<file path="config.mk">
export PLATFORM = sky130hd
export DESIGN_NAME = zapper_hit_detector_flat
export DESIGN_NICKNAME = d
export VERILOG_FILES = /design/src/rtl/zapper_pkg.sv /design/src/rtl/zapper_hit_detector_if.sv /design/src/rtl/zapper_hit_detector_debounce.sv /design/src/rtl/zapper_hit_detector.sv /design/src/flat_wrapper.sv
export SDC_FILE = /design/constraint.sdc
export NUM_CORES = 1
export LEC_CHECK = 0
export ABC_AREA = 1
export CAP_MARGIN = 10
export CORE_AREA = 4 4 74 76
export DETAILED_ROUTE_END_ITERATION = 10
export DIE_AREA = 0 0 78 80
export HOLD_SLACK_MARGIN = 0.08
export PLACE_DENSITY_LB_ADDON = 0.1
export SLEW_MARGIN = 0
export SYNTH_ARGS = -nofsm -noshare
export SYNTH_HDL_FRONTEND = slang
export SYNTH_SLANG_ARGS = --single-unit
</file>
<file path="constraint.sdc">
create_clock -name clk -period 1.9 [get_ports clk]
set_input_delay 0.475 -clock clk [delete_from_list [all_inputs] [get_ports clk]]
set_output_delay 0.475 -clock clk [all_outputs]
set_load 0.05 [all_outputs]
</file>
<file path="src/rtl/zapper_pkg.sv">
`default_nettype none
// +----------------------------------------------------------------------+
// | zapper_pkg                                                           |
// | Shared state encoding, width helper and defaults for the zapper.     |
// | Revision: 1.0                                                        |
// +----------------------------------------------------------------------+
package zapper_pkg;

  typedef enum logic [2:0] {
    S_IDLE     = 3'd0,
    S_ARM      = 3'd1,
    S_BLACK    = 3'd2,
    S_TARGET   = 3'd3,
    S_COOLDOWN = 3'd4
  } state_e;

  localparam int c_N_TARGETS_DEF       = 2;
  localparam int c_COOLDOWN_FRAMES_DEF = 4;

  // Target index width; a single target still gets a 1-bit index.
  function automatic int tw(input int n);
    return (n < 2) ? 1 : $clog2(n);
  endfunction

endpackage
`default_nettype wire

</file>
<file path="src/rtl/zapper_hit_detector_if.sv">
`default_nettype none
// +----------------------------------------------------------------------+
// | zapper_hit_detector_if                                               |
// | Gun inputs, frame strobe and flash/result outputs of the zapper.     |
// | Revision: 1.0                                                        |
// +----------------------------------------------------------------------+
interface zapper_hit_detector_if
  import zapper_pkg::*;
#(
  parameter int N_TARGETS = c_N_TARGETS_DEF,
  parameter int TW        = tw(N_TARGETS)
);
  logic                 frame_start;
  logic                 trigger;
  logic                 detect;
  logic                 flash_active;
  logic                 flash_black;
  logic [TW-1:0]        flash_target;
  logic                 shot_done;
  logic [N_TARGETS-1:0] hit_mask;
  logic                 miss;
  logic                 cheat;
  logic                 busy;

  modport master (
    output frame_start, trigger, detect,
    input  flash_active, flash_black, flash_target, shot_done,
    input  hit_mask, miss, cheat, busy
  );

  modport slave (
    input  frame_start, trigger, detect,
    output flash_active, flash_black, flash_target, shot_done,
    output hit_mask, miss, cheat, busy
  );
endinterface
`default_nettype wire

</file>
<file path="src/rtl/zapper_hit_detector_debounce.sv">
`default_nettype none
// +----------------------------------------------------------------------+
// | trigger_debounce                                                     |
// | Synchronizes and debounces the trigger, emits a one-cycle press.     |
// | Revision: 1.0                                                        |
// +----------------------------------------------------------------------+
module trigger_debounce #(
  parameter int SYNC_STAGES     = 2,
  parameter int DEBOUNCE_CYCLES = 250000
) (
  input  logic clk,
  input  logic reset,
  input  logic raw_i,
  output logic press_o
);
  localparam int CNT_W = $clog2(DEBOUNCE_CYCLES + 1);
  localparam logic [CNT_W-1:0] c_CNT_LAST = CNT_W'(DEBOUNCE_CYCLES - 1);

  logic [SYNC_STAGES-1:0] sync_q;
  logic [CNT_W-1:0]       cnt_q;
  logic                   level_q;
  logic                   press_q;
  logic                   w_sample;

  assign w_sample = sync_q[SYNC_STAGES-1];
  assign press_o  = press_q;

  always_ff @(posedge clk) begin
    if (reset) begin
      sync_q  <= '0;
      cnt_q   <= '0;
      level_q <= 1'b0;
      press_q <= 1'b0;
    end else begin
      sync_q  <= {sync_q[SYNC_STAGES-2:0], raw_i};
      press_q <= 1'b0;
      // Count only samples that disagree with the accepted level.
      if (w_sample == level_q) begin
        cnt_q <= '0;
      end else if (cnt_q == c_CNT_LAST) begin
        cnt_q   <= '0;
        level_q <= w_sample;
        press_q <= w_sample;
      end else begin
        cnt_q <= cnt_q + 1'b1;
      end
    end
  end
endmodule
`default_nettype wire

</file>
<file path="src/rtl/zapper_hit_detector.sv">
`default_nettype none
// +----------------------------------------------------------------------+
// | zapper_hit_detector                                                  |
// | Light-gun shot sequencer: black frame, one lit frame per target.     |
// | Option macro ZAPPER_DOUBLE_FLASH_EN: two flash frames per target.    |
// | Revision: 1.0                                                        |
// +----------------------------------------------------------------------+
module zapper_hit_detector
  import zapper_pkg::*;
#(
  parameter int N_TARGETS       = c_N_TARGETS_DEF,
  parameter int DEBOUNCE_CYCLES = 250000,
  parameter int SYNC_STAGES     = 2,
  parameter int COOLDOWN_FRAMES = c_COOLDOWN_FRAMES_DEF
) (
  input  logic                 clk,
  input  logic                 reset,
  zapper_hit_detector_if.slave zap_io
);
  localparam int TW = tw(N_TARGETS);
  localparam int CW = $clog2(COOLDOWN_FRAMES + 1);
  localparam logic [TW-1:0] c_IDX_LAST = TW'(N_TARGETS - 1);

  state_e                 state_q;
  logic [SYNC_STAGES-1:0] det_sync_q;
  logic                   sticky_q;
  logic [TW-1:0]          idx_q;
  logic [N_TARGETS-1:0]   mask_q;
  logic [N_TARGETS-1:0]   mask_d;
  logic [CW-1:0]          cd_q;
  logic                   flash_active_q, flash_black_q, shot_done_q;
  logic [TW-1:0]          flash_target_q;
  logic [N_TARGETS-1:0]   hit_mask_q;
  logic                   miss_q, cheat_q, busy_q;
  logic                   w_press, w_det, w_fs, w_hit, w_tgt_done;

  trigger_debounce #(
    .SYNC_STAGES    (SYNC_STAGES),
    .DEBOUNCE_CYCLES(DEBOUNCE_CYCLES)
  ) u_trig (
    .clk    (clk),
    .reset  (reset),
    .raw_i  (zap_io.trigger),
    .press_o(w_press)
  );

  always_ff @(posedge clk) begin
    if (reset) det_sync_q <= '0;
    else       det_sync_q <= {det_sync_q[SYNC_STAGES-2:0], zap_io.detect};
  end

  assign w_det = det_sync_q[SYNC_STAGES-1];
  assign w_fs  = zap_io.frame_start;

`ifdef ZAPPER_DOUBLE_FLASH_EN
  // Frame A result is parked in first_q; frame B closes the target.
  logic phase_q, first_q;
  always_ff @(posedge clk) begin
    if (reset) begin
      phase_q <= 1'b0;
      first_q <= 1'b0;
    end else if (state_q == S_TARGET && w_fs) begin
      phase_q <= ~phase_q;
      first_q <= sticky_q;
    end else if (state_q != S_TARGET) begin
      phase_q <= 1'b0;
    end
  end
  assign w_tgt_done = phase_q;
  assign w_hit      = first_q & sticky_q;
`else
  assign w_tgt_done = 1'b1;
  assign w_hit      = sticky_q;
`endif

  always_comb begin
    mask_d        = mask_q;
    mask_d[idx_q] = w_hit;
  end

  always_ff @(posedge clk) begin
    if (reset) begin
      state_q        <= S_IDLE;
      sticky_q       <= 1'b0;
      idx_q          <= '0;
      mask_q         <= '0;
      cd_q           <= '0;
      flash_active_q <= 1'b0;
      flash_black_q  <= 1'b0;
      flash_target_q <= '0;
      shot_done_q    <= 1'b0;
      hit_mask_q     <= '0;
      miss_q         <= 1'b0;
      cheat_q        <= 1'b0;
      busy_q         <= 1'b0;
    end else begin
      shot_done_q <= 1'b0;
      case (state_q)
        S_IDLE: begin
          sticky_q <= 1'b0;
          if (w_press) begin
            state_q <= S_ARM;
            busy_q  <= 1'b1;
          end
        end
        S_ARM: begin
          sticky_q <= 1'b0;
          if (w_fs) begin
            state_q        <= S_BLACK;
            flash_active_q <= 1'b1;
            flash_black_q  <= 1'b1;
          end
        end
        S_BLACK: begin
          if (!w_fs) begin
            sticky_q <= sticky_q | w_det;
          end else begin
            sticky_q      <= 1'b0;
            flash_black_q <= 1'b0;
            if (sticky_q) begin
              state_q        <= S_COOLDOWN;
              cd_q           <= CW'(COOLDOWN_FRAMES);
              flash_active_q <= 1'b0;
              hit_mask_q     <= '0;
              miss_q         <= 1'b0;
              cheat_q        <= 1'b1;
              shot_done_q    <= 1'b1;
            end else begin
              state_q        <= S_TARGET;
              idx_q          <= '0;
              mask_q         <= '0;
              flash_target_q <= '0;
            end
          end
        end
        S_TARGET: begin
          if (!w_fs) begin
            sticky_q <= sticky_q | w_det;
          end else begin
            sticky_q <= 1'b0;
            if (w_tgt_done) begin
              mask_q <= mask_d;
              if (idx_q == c_IDX_LAST) begin
                state_q        <= S_COOLDOWN;
                cd_q           <= CW'(COOLDOWN_FRAMES);
                flash_active_q <= 1'b0;
                flash_target_q <= '0;
                hit_mask_q     <= mask_d;
                miss_q         <= (mask_d == '0);
                cheat_q        <= 1'b0;
                shot_done_q    <= 1'b1;
              end else begin
                idx_q          <= idx_q + 1'b1;
                flash_target_q <= idx_q + 1'b1;
              end
            end
          end
        end
        S_COOLDOWN: begin
          sticky_q <= 1'b0;
          if (w_fs) begin
            cd_q <= cd_q - 1'b1;
            if (cd_q == CW'(1)) begin
              state_q <= S_IDLE;
              busy_q  <= 1'b0;
            end
          end
        end
        default: begin
          state_q <= S_IDLE;
          busy_q  <= 1'b0;
        end
      endcase
    end
  end

  assign zap_io.flash_active = flash_active_q;
  assign zap_io.flash_black  = flash_black_q;
  assign zap_io.flash_target = flash_target_q;
  assign zap_io.shot_done    = shot_done_q;
  assign zap_io.hit_mask     = hit_mask_q;
  assign zap_io.miss         = miss_q;
  assign zap_io.cheat        = cheat_q;
  assign zap_io.busy         = busy_q;
endmodule
`default_nettype wire

</file>
<file path="src/flat_wrapper.sv">
// flat-port wrapper written by rule: the top's interface ports become plain ports
module zapper_hit_detector_flat import zapper_pkg::*;
#(
  parameter int N_TARGETS       = c_N_TARGETS_DEF,
  parameter int DEBOUNCE_CYCLES = 250000,
  parameter int SYNC_STAGES     = 2,
  parameter int COOLDOWN_FRAMES = c_COOLDOWN_FRAMES_DEF
)
  (clk, reset, zap_io_frame_start, zap_io_trigger, zap_io_detect, zap_io_flash_active, zap_io_flash_black, zap_io_flash_target, zap_io_shot_done, zap_io_hit_mask, zap_io_miss, zap_io_cheat, zap_io_busy);
  zapper_hit_detector_if #(.N_TARGETS(N_TARGETS), .TW((tw((3))))) zap_io_i ();
  input  logic clk;
  input  logic reset;
  input wire logic [$bits(zap_io_i.frame_start)-1:0] zap_io_frame_start;
  input wire logic [$bits(zap_io_i.trigger)-1:0] zap_io_trigger;
  input wire logic [$bits(zap_io_i.detect)-1:0] zap_io_detect;
  output wire logic [$bits(zap_io_i.flash_active)-1:0] zap_io_flash_active;
  output wire logic [$bits(zap_io_i.flash_black)-1:0] zap_io_flash_black;
  output wire logic [$bits(zap_io_i.flash_target)-1:0] zap_io_flash_target;
  output wire logic [$bits(zap_io_i.shot_done)-1:0] zap_io_shot_done;
  output wire logic [$bits(zap_io_i.hit_mask)-1:0] zap_io_hit_mask;
  output wire logic [$bits(zap_io_i.miss)-1:0] zap_io_miss;
  output wire logic [$bits(zap_io_i.cheat)-1:0] zap_io_cheat;
  output wire logic [$bits(zap_io_i.busy)-1:0] zap_io_busy;
  assign zap_io_i.frame_start = zap_io_frame_start;
  assign zap_io_i.trigger = zap_io_trigger;
  assign zap_io_i.detect = zap_io_detect;
  assign zap_io_flash_active = zap_io_i.flash_active;
  assign zap_io_flash_black = zap_io_i.flash_black;
  assign zap_io_flash_target = zap_io_i.flash_target;
  assign zap_io_shot_done = zap_io_i.shot_done;
  assign zap_io_hit_mask = zap_io_i.hit_mask;
  assign zap_io_miss = zap_io_i.miss;
  assign zap_io_cheat = zap_io_i.cheat;
  assign zap_io_busy = zap_io_i.busy;
  zapper_hit_detector #(.N_TARGETS(N_TARGETS), .DEBOUNCE_CYCLES(DEBOUNCE_CYCLES), .SYNC_STAGES(SYNC_STAGES), .COOLDOWN_FRAMES(COOLDOWN_FRAMES)) u_core (.clk(clk), .reset(reset), .zap_io(zap_io_i));
endmodule
</file>
Run 1, met3 routing:
Bar = 20 um.
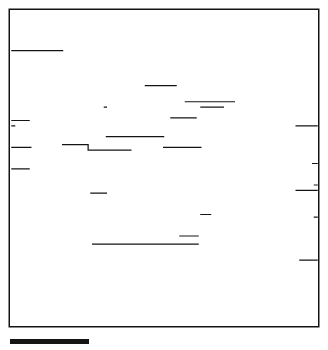
The longest straight run is 26.7 um. The wires run mostly horizontal. 17 nets have wire on it. The layer holds 3.9% of the routed length.

Run 1, sequential cells grouped by signal name:
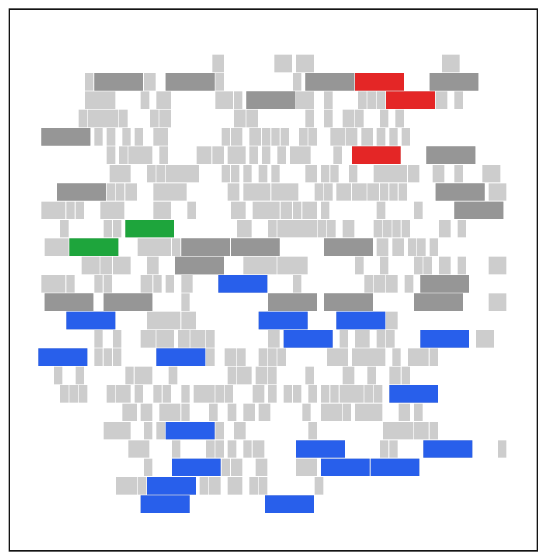
Key: red = u_core.state_q [flops 3]; blue = u_core.u_trig.cnt_q [flops 18]; green = u_core.det_sync_q [flops 2]
sequential cell area: 861 um^2
Final Core Density: 0.505
Seq power: 906 uW

==> flow_metrics.py, run 1 <==
# Synthesis and PnR figures
metrics = {
    "power_and_ir_drop": {
        "p_int_uw": 1260,
        "top_power_group": "sequential cells",
        "p_sw_uw": 336,
        "power_uw": 1590,
        "p_sw_frac": 0.211,
        "powerClk_uw": 635,
    },
    "clocking": {
        "numCtsBuffers": 5,
        "postCtsHoldBufs": 0,
        "cts_tree": "done",
        "post_cts_resized": 0,
        "cts_root_buffer": "clkbuf_8",
        "clk_pin_slew_ns": 0.08,
    },
    "timing": {
        "tns_ns": 0,
        "period_needed_ns": 1.50,
        "whs_ns": 0.403,
        "hold_viol": 0,
        "fmax_mhz": 667,
        "setup_viol": 0,
    },
    "die": {
        "die_x_um": 78,
        "n_tap_cell": 67,
        "fp_util": 0.446,
        "core_area_um2": 4720,
    },
    "critical_path": {
        "path_delay_family": "simple AND/OR/NAND/NOR gates",
        "slowest_delay_ns": 0.58,
        "cp_num_buf_inv": 1,
        "worst_path_max_delay_cell": "dfxtp_1",
        "endpoint": "u_core.cd_q[0]",
        "worstSetupPathType": "flip-flop to flip-flop",
        "reg2regPathDepth": 7,
    },
    "detailed_routing": {
        "via_per_inst": 4.68,
        "first_iter_violations": 97,
    },
    "global_routing": {
        "antenna_found_initial": 0,
        "grt.overflow.total": 0,
        "track_usage": 0.144,
    },
    "placed_design": {
        "dp_slack_ns": 0.153,
        "dp_hpwl_um": 3140,
        "portBuffers": 13,
        "placed_area_um2": 2280,
        "gp_congestion": 0.823,
    },
    "logic_synthesis": {
        "fp_nets": 307,
        "async_reset_ff_frac": 0,
        "synthAoiAreaFrac": 0.0813,
        "adder_share": 0.0178,
        "xor_share": 0.0374,
        "synth-seq-cells": 43,
        "logic_family": "simple AND/OR/NAND/NOR gates",
        "ys_top_cells_by_area": "dfxtp_1 (41%), nand2_1 (11%), nor2_1 (11%)",
        "top_cell": "nand2_1",
        "edf_count": 0,
        "yosys-top-cells-count": "nand2_1 (61), nor2_1 (60), dfxtp_1 (43)",
    },
    "layout": {
        "final_nets": 325,
        "inverters": 39,
        "n_clock_buffer": 8,
        "combGateArea_um2": 1050,
        "lay_top_cells": "nand2_1 (61), nor2_1 (60), dfxtp_1 (43), inv_1 (31), a21oi_1 (17)",
        "drive_above_1_share": 0.148,
        "fillers": 506,
    },
    "min_path": {
        "worstHoldStart": "u_core.u_trig.sync_q[0]",
    },
    "run_status": {
        "status": "complete, no violations",
    },
    "job": {
        "maxCapViolCount": 0,
    },
}
Run 1, signal wires on met2:
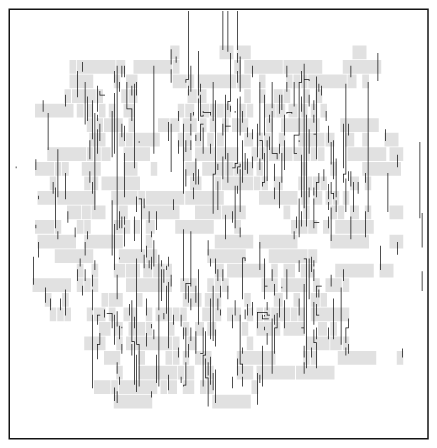
The layer carries 1580 um of wire. 253 nets have wire on it. The wires run mostly vertical. The layer holds 39% of the routed length.
final wirelength: 4020 um
met2 usage: 0.203
total number of vias: 1803

-- run 1: metal layers --
layer / vias to the layer above / share of wire / track usage
li1: 976 / - / -
met1: 792 / 0.55 / 0.205
met2: 27 / 0.39 / 0.203
met3: 8 / 0.039 / 0.0339
met4: 0 / 0.018 / 0.0647
met5: - / 0 / 0
-- run 1: worst reg2reg max path, delay by kind of cell, from the launching register on --
kind                   cells  cell delay, ns
buffers and inverters      1            0.14
AND/OR/NAND/NOR            6            0.68
flip-flops                 1            0.58
-- run 1: state kept, by name, summed over array words and instances (netlist names), 2 cells and up --
| name | count |
|---|---|
| u_core.det_sync_q | 2 |
| u_core.cd_q | 3 |
| u_core.zap_io.hit_mask | 2 |
| u_core.u_trig.sync_q | 2 |
| u_core.mask_q | 2 |
| u_core.u_trig.cnt_q | 18 |
| u_core.state_q | 3 |
==> inputs of run 2 (changes only) <==
Clock period 1.9 ns to 1.2 ns, I/O delays scaled along.
Run 2, met3 routing:
Bar = 20 um.
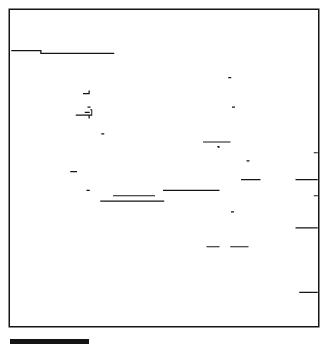
The wires run mostly horizontal. The longest straight run is 18.4 um. The layer holds 2.1% of the routed length. 16 nets have wire on it.

Run 2, signal wires on met2:
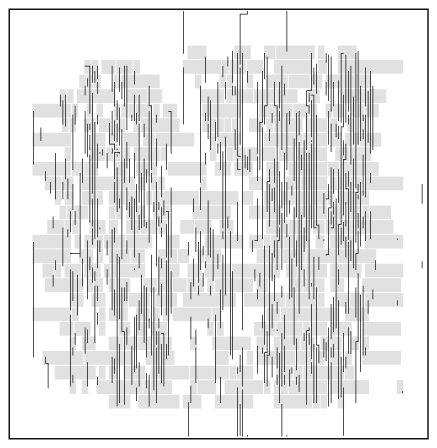
The layer carries 2900 um of wire. The longest straight run is 51.7 um. The layer holds 53% of the routed length. 318 nets have wire on it. The wires run mostly vertical.
met2 usage: 0.318
final wirelength: 5450 um
total number of vias: 2098

==> run 2 against run 1 <==
  * The flow now finishes with violations (negative setup slack)
  * Wire length grew 36%
  * Area after synthesis is the same
  * Worst hold slack gained 0.0027 ns
  * Largest cell class unchanged
==> flow_metrics.py, run 2 <==
# Synthesis and PnR figures
metrics = {
    "timing": {
        "hold_viol": 0,
        "fmax_mhz": 757,
        "final.setup.worst_slack_ns": -0.121,
        "setup_viol": 34,
        "period_needed_ns": 1.32,
        "tns_ns": -2.36,
        "whs_ns": 0.405,
    },
    "power_and_ir_drop": {
        "p_seq_uw": 1430,
        "power_uw": 2740,
        "p_int_uw": 2150,
        "p_per_area_nw_per_um2": 831,
        "top_power_group": "sequential cells",
        "p_sw_uw": 590,
        "p_sw_frac": 0.215,
        "powerClk_uw": 1210,
    },
    "detailed_routing": {
        "dr_wl_met2_um": 2900,
        "first_iter_violations": 69,
        "wl_per_cell_um": 12.4,
        "dr_wl_met3_um": 113,
        "top_layer": "met4",
        "via_per_inst": 4.78,
        "wl_met1_um": 2270,
    },
    "logic_synthesis": {
        "synth-seq-cells": 43,
        "async_reset_ff_frac": 0,
        "ys_top_cells_by_area": "dfxtp_1 (41%), nand2_1 (11%), nor2_1 (11%)",
        "fp_nets": 307,
        "top_cell": "nand2_1",
        "yosys-top-cells-count": "nand2_1 (61), nor2_1 (60), dfxtp_1 (43)",
        "edf_count": 0,
        "synth_cells": 299,
        "yosys.cell_types.count": 33,
        "synth_area_leader_cell": "dfxtp_1",
    },
    "placed_design": {
        "gp_congestion": 0.881,
        "dp_slack_ns": -0.401,
        "dp_hpwl_um": 3570,
        "portBuffers": 13,
        "placed_area_um2": 2770,
    },
    "critical_path": {
        "reg2regPathDepth": 8,
        "worst_path_max_delay_cell": "dfxtp_4",
        "path_delay_family": "simple AND/OR/NAND/NOR gates",
        "cp_num_buf_inv": 1,
        "cp-end-kind": "flip-flop",
    },
    "run_status": {
        "violations": "negative setup slack",
        "status": "complete, but fails checks",
    },
    "die": {
        "core_area_um2": 4720,
        "n_tap_cell": 67,
        "fp_util": 0.446,
        "die_x_um": 78,
    },
    "layout": {
        "final_nets": 379,
        "seqCellArea_um2": 882,
        "diodes": 0,
        "regMostFlops": "u_core.u_trig.cnt_q",
        "final_util": 0.698,
        "combGateArea_um2": 1340,
        "drive_above_1_share": 0.452,
        "inverters": 39,
        "fillers": 391,
        "n_clock_buffer": 6,
        "largest_reg_flops": 18,
        "reg.largest.list": "u_core.u_trig.cnt_q: 18 flops, u_core.cd_q: 3 flops, u_core.state_q: 3 flops",
        "lay_top_cells": "buf_4 (50), nand2_1 (48), nor2_1 (44), dfxtp_1 (34), inv_1 (27)",
    },
    "global_routing": {
        "busiest_layer": "met2",
        "grt_util_met1": 0.177,
        "antenna_found_initial": 0,
        "track_usage": 0.169,
    },
    "clocking": {
        "post_cts_resized": 28,
        "numCtsBuffers": 5,
        "cts_tree": "done",
        "cts_root_buffer": "clkbuf_8",
        "postCtsHoldBufs": 0,
        "clk_pin_slew_ns": 0.08,
        "h-tree-depth": 2,
    },
    "min_path": {
        "worstHoldStart": "u_core.det_sync_q[0]",
    },
}
## run 2: worst max-delay path by stage
stage / startpoint / end
detailed placement: reset / u_core.u_trig.cnt_q[2]
global placement: reset / u_core.u_trig.cnt_q[14]
floorplan: u_core.u_trig.cnt_q[1] / u_core.u_trig.cnt_q[11]
finish: u_core.state_q[1] / u_core.state_q[0]
global route: u_core.state_q[1] / u_core.state_q[1]
CTS: u_core.u_trig.cnt_q[0] / u_core.u_trig.cnt_q[2]
## run 2: kinds of logic after synthesis
group,after synthesis,share of synthesized area
flip-flops,43,0.408
AND/OR/NAND/NOR,168,0.358
XOR/XNOR,9,0.0374
AND-OR/OR-AND,29,0.0813
buffers and inverters,46,0.0955
adder cells (fa/ha/maj),3,0.0178
other,1,0.00178
Power and IR drop assume default switching activity.
